==> images/layer_met3.png <==
Cells faint in the background.
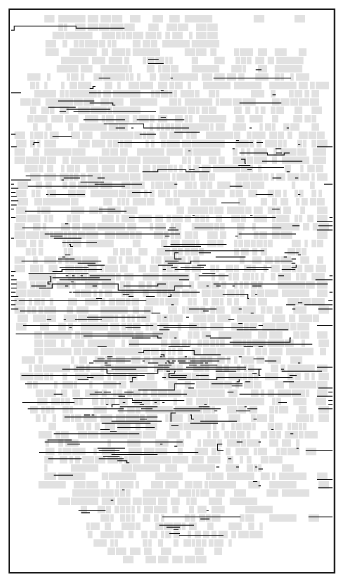
==> images/metal_density.png <==
Scale bar: 20 um. The die is cut into 21 by 37 equal tiles; white is low, dark blue is high, scaled to the fullest tile. Values are wire area over tile area, all layers added.
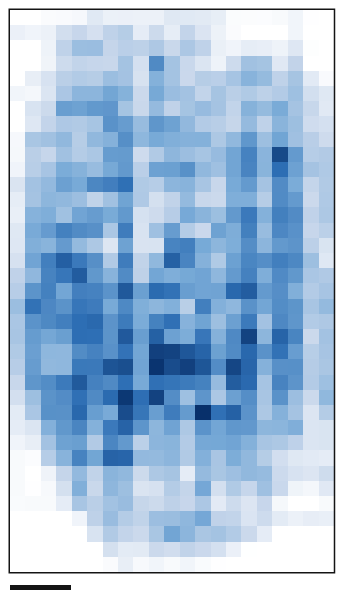
==> images/clk_routes.png <==
Scale bar: 20 um.
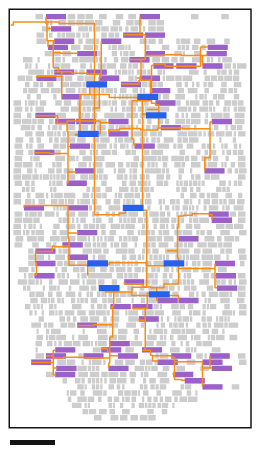
==> images/clocks.png <==
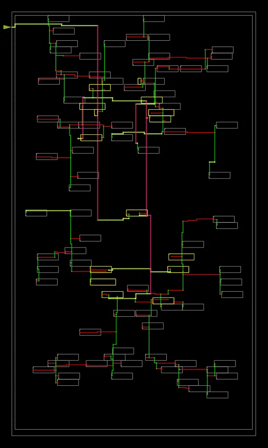
File: src/rtl/tick_alarm.sv
// rtl/tick_alarm.sv - deadline timer on the free-running ticks count
// One-shot relative/absolute and drift-free periodic alarms with ack'd pending flag and overrun count.
module tick_alarm #(
  parameter int WIDTH = 32,
  parameter int OVR_W = 8
) (
  input  logic             clk,
  input  logic             rst,
  input  logic [WIDTH-1:0] ticks,
  input  logic             cmd_valid,
  output logic             cmd_ready,
  input  logic [1:0]       cmd_op,
  input  logic [WIDTH-1:0] cmd_arg,
  output logic             cmd_err,
  output logic             fire,
  output logic             pending,
  input  logic             ack,
  output logic [OVR_W-1:0] overruns,
  output logic [1:0]       state
);

  typedef enum logic [1:0] {
    IDLE           = 2'd0,
    ARMED_ONESHOT  = 2'd1,
    ARMED_PERIODIC = 2'd2
  } state_t;

  localparam logic [1:0] OP_REL      = 2'd0;
  localparam logic [1:0] OP_PERIODIC = 2'd1;
  localparam logic [1:0] OP_CANCEL   = 2'd2;
  localparam logic [1:0] OP_ABS      = 2'd3;

  state_t           st;
  logic [WIDTH-1:0] deadline;
  logic [WIDTH-1:0] period;

  logic             cmd_take;
  logic             expired;
  logic             late;
  logic             reject;
  logic             ovr_bump;
  logic [WIDTH-1:0] next_dl;

  assign state    = st;
  assign cmd_take = cmd_valid & cmd_ready;

  // Sign of the modulo difference: reached when the deadline is up to half the range in the past.
  assign expired  = (st != IDLE) && !(1'((ticks - deadline) >> (WIDTH - 1)));
  assign next_dl  = deadline + period;
  assign late     = (st == ARMED_PERIODIC) && !(1'((ticks - next_dl) >> (WIDTH - 1)));

  always_comb begin
    reject = 1'b0;
    case (cmd_op)
      OP_PERIODIC: reject = (cmd_arg == '0) || cmd_arg[WIDTH-1];
      OP_CANCEL:   reject = 1'b0;
      default:     reject = cmd_arg[WIDTH-1];
    endcase
  end

  // A late and unacked event still counts as one lost event.
  assign ovr_bump = late || (pending && !ack);

  always_ff @(posedge clk or posedge rst) begin
    if (rst) begin
      st        <= IDLE;
      deadline  <= '0;
      period    <= '0;
      fire      <= 1'b0;
      pending   <= 1'b0;
      overruns  <= '0;
      cmd_err   <= 1'b0;
      cmd_ready <= 1'b0;
    end else begin
      cmd_ready <= 1'b1;
      fire      <= 1'b0;
      cmd_err   <= 1'b0;
      if (cmd_take) begin
        if (ack) pending <= 1'b0;
        if (reject) begin
          cmd_err <= 1'b1;
          st      <= IDLE;
        end else begin
          case (cmd_op)
            OP_REL: begin
              deadline <= ticks + cmd_arg;
              overruns <= '0;
              st       <= ARMED_ONESHOT;
            end
            OP_PERIODIC: begin
              deadline <= ticks + cmd_arg;
              period   <= cmd_arg;
              overruns <= '0;
              st       <= ARMED_PERIODIC;
            end
            OP_ABS: begin
              deadline <= cmd_arg;
              overruns <= '0;
              st       <= ARMED_ONESHOT;
            end
            default: st <= IDLE;
          endcase
        end
      end else if (expired) begin
        fire    <= 1'b1;
        pending <= 1'b1;
        if (ovr_bump && !(&overruns)) overruns <= overruns + 1'b1;
        if (st == ARMED_ONESHOT) begin
          st <= IDLE;
        end else if (late) begin
          deadline <= ticks + period;
        end else begin
          deadline <= next_dl;
        end
      end else if (ack) begin
        pending <= 1'b0;
      end
    end
  end

endmodule

File: config.mk
export PLATFORM = sky130hd
export DESIGN_NAME = tick_alarm
export DESIGN_NICKNAME = d
export VERILOG_FILES = /design/src/rtl/tick_alarm.sv
export SDC_FILE = /design/constraint.sdc
export NUM_CORES = 1
export LEC_CHECK = 0
export CAP_MARGIN = 10
export CORE_ASPECT_RATIO = 1.75
export CORE_UTILIZATION = 55
export DETAILED_ROUTE_END_ITERATION = 16
export GPL_ROUTABILITY_DRIVEN = 0
export PLACE_DENSITY = 0.76
export SLEW_MARGIN = 20
export SYNTH_ARGS = -nofsm -noshare
export SYNTH_HDL_FRONTEND = slang
export SYNTH_SLANG_ARGS = --single-unit
File: constraint.sdc
create_clock -name clk -period 6 [get_ports clk]
set_input_delay 0.6 -clock clk [delete_from_list [all_inputs] [get_ports clk]]
set_output_delay 0.6 -clock clk [all_outputs]
set_load 0.05 [all_outputs]
==> CHANGELOG.md <==
## Flow update

* Final setup violation count at 0
* Most common cell in the netlist: ha_1
* Mapped Area at approximately 10000 um^2
* Pins Over Slew Limit at 0
* DIE WIDTH at 106 um
* Critical path's largest stage delay at 0.57 ns
* Yosys Instances at 1249
* Maximum clock path buffer count at 2
* Finished layout cell area at 11900 um^2
* Total CTS buffers at 9
* Count of non-CTS inverters in the layout at 70
* Worst Path Buf+Inv at 1
* DP Wirelength at 28100 um
* WL per Instance at 23.5 um
* Setup TNS at 0 ns
* DRC violation count after routing at 0
* Worst r2r dst: deadline[27]$_DFFE_PP0P_
* Sequential cell area share at ~16%
* Tap cells at 238
* Crit-path max FO at 18
* Mapped Cells at 1249
* Final WS setup at 0.347 ns
* Clk pwr share at 11.5%
* Pwr top: combinational logic
* Cell Chain, Critical Path: ha_1, a211oi_1, o21bai_1, nand4_1, o211ai_1, a21o_1, o21ba_1, o221ai_1, mux2i_1, and3_1, ha_1, nand3_1, or4_1, o211ai_1, a21oi_1, a311o_1, o21ai_1, nor3b_4, buf_8, mux2_1, a221oi_2
* Minimum clock period at 5.65 ns
* Final design utilization at 64.3%
* Syn nets at roughly 1500
* Crit path DAT at about 5.9 ns
* H-tree levels at 3
* CTS root buffer: clkbuf_16
* Met2 Usage GRT at 67.3%
* Sequential element share of the synthesized area at 18.8%
* Area leader, netlist: ha_1
* Tool warnings at 30
* Layout cells sized above 1 at 6.99%
* Number of global-route vias before repair at between 10000 and 15000
* Non-Filler Instances at 1569
* Synth mux share at between 7 and 8%
* Total track usage at 38.5%
* # rows at between 60 and 70
* Worst Setup SP: period[1]$_DFFE_PP0P_
* Comb. pwr at around 4.4 mW
* Hold crit path type: in2async
* Combinational share of power at roughly 74%
* Cell total after placement at 1549
* Status: complete, no violations
## Picture notes: layer_met3.png
- share of all routed wire: 8.1%
- nets with wire on the layer: 212
- wire length on this layer: 3000 um
- main direction: horizontal

## Picture notes: metal_density.png
- emptiest ninth of the die: lower right
- fullest tile: 0.88
- nearly empty tiles: 8.4%
- mean over tiles: 0.33
- tiles over half the peak: 31%

## Picture notes: clk_routes.png
- flip-flops: purple (count 78)
- clock wires: orange (length 1320 um)
- clock drivers: blue (count 9)
- routed clock nets: 10

## Picture notes: clocks.png
clock buffers: 11
P_clk: 0.685 mW

Power is estimated from default activity; no workload was simulated.
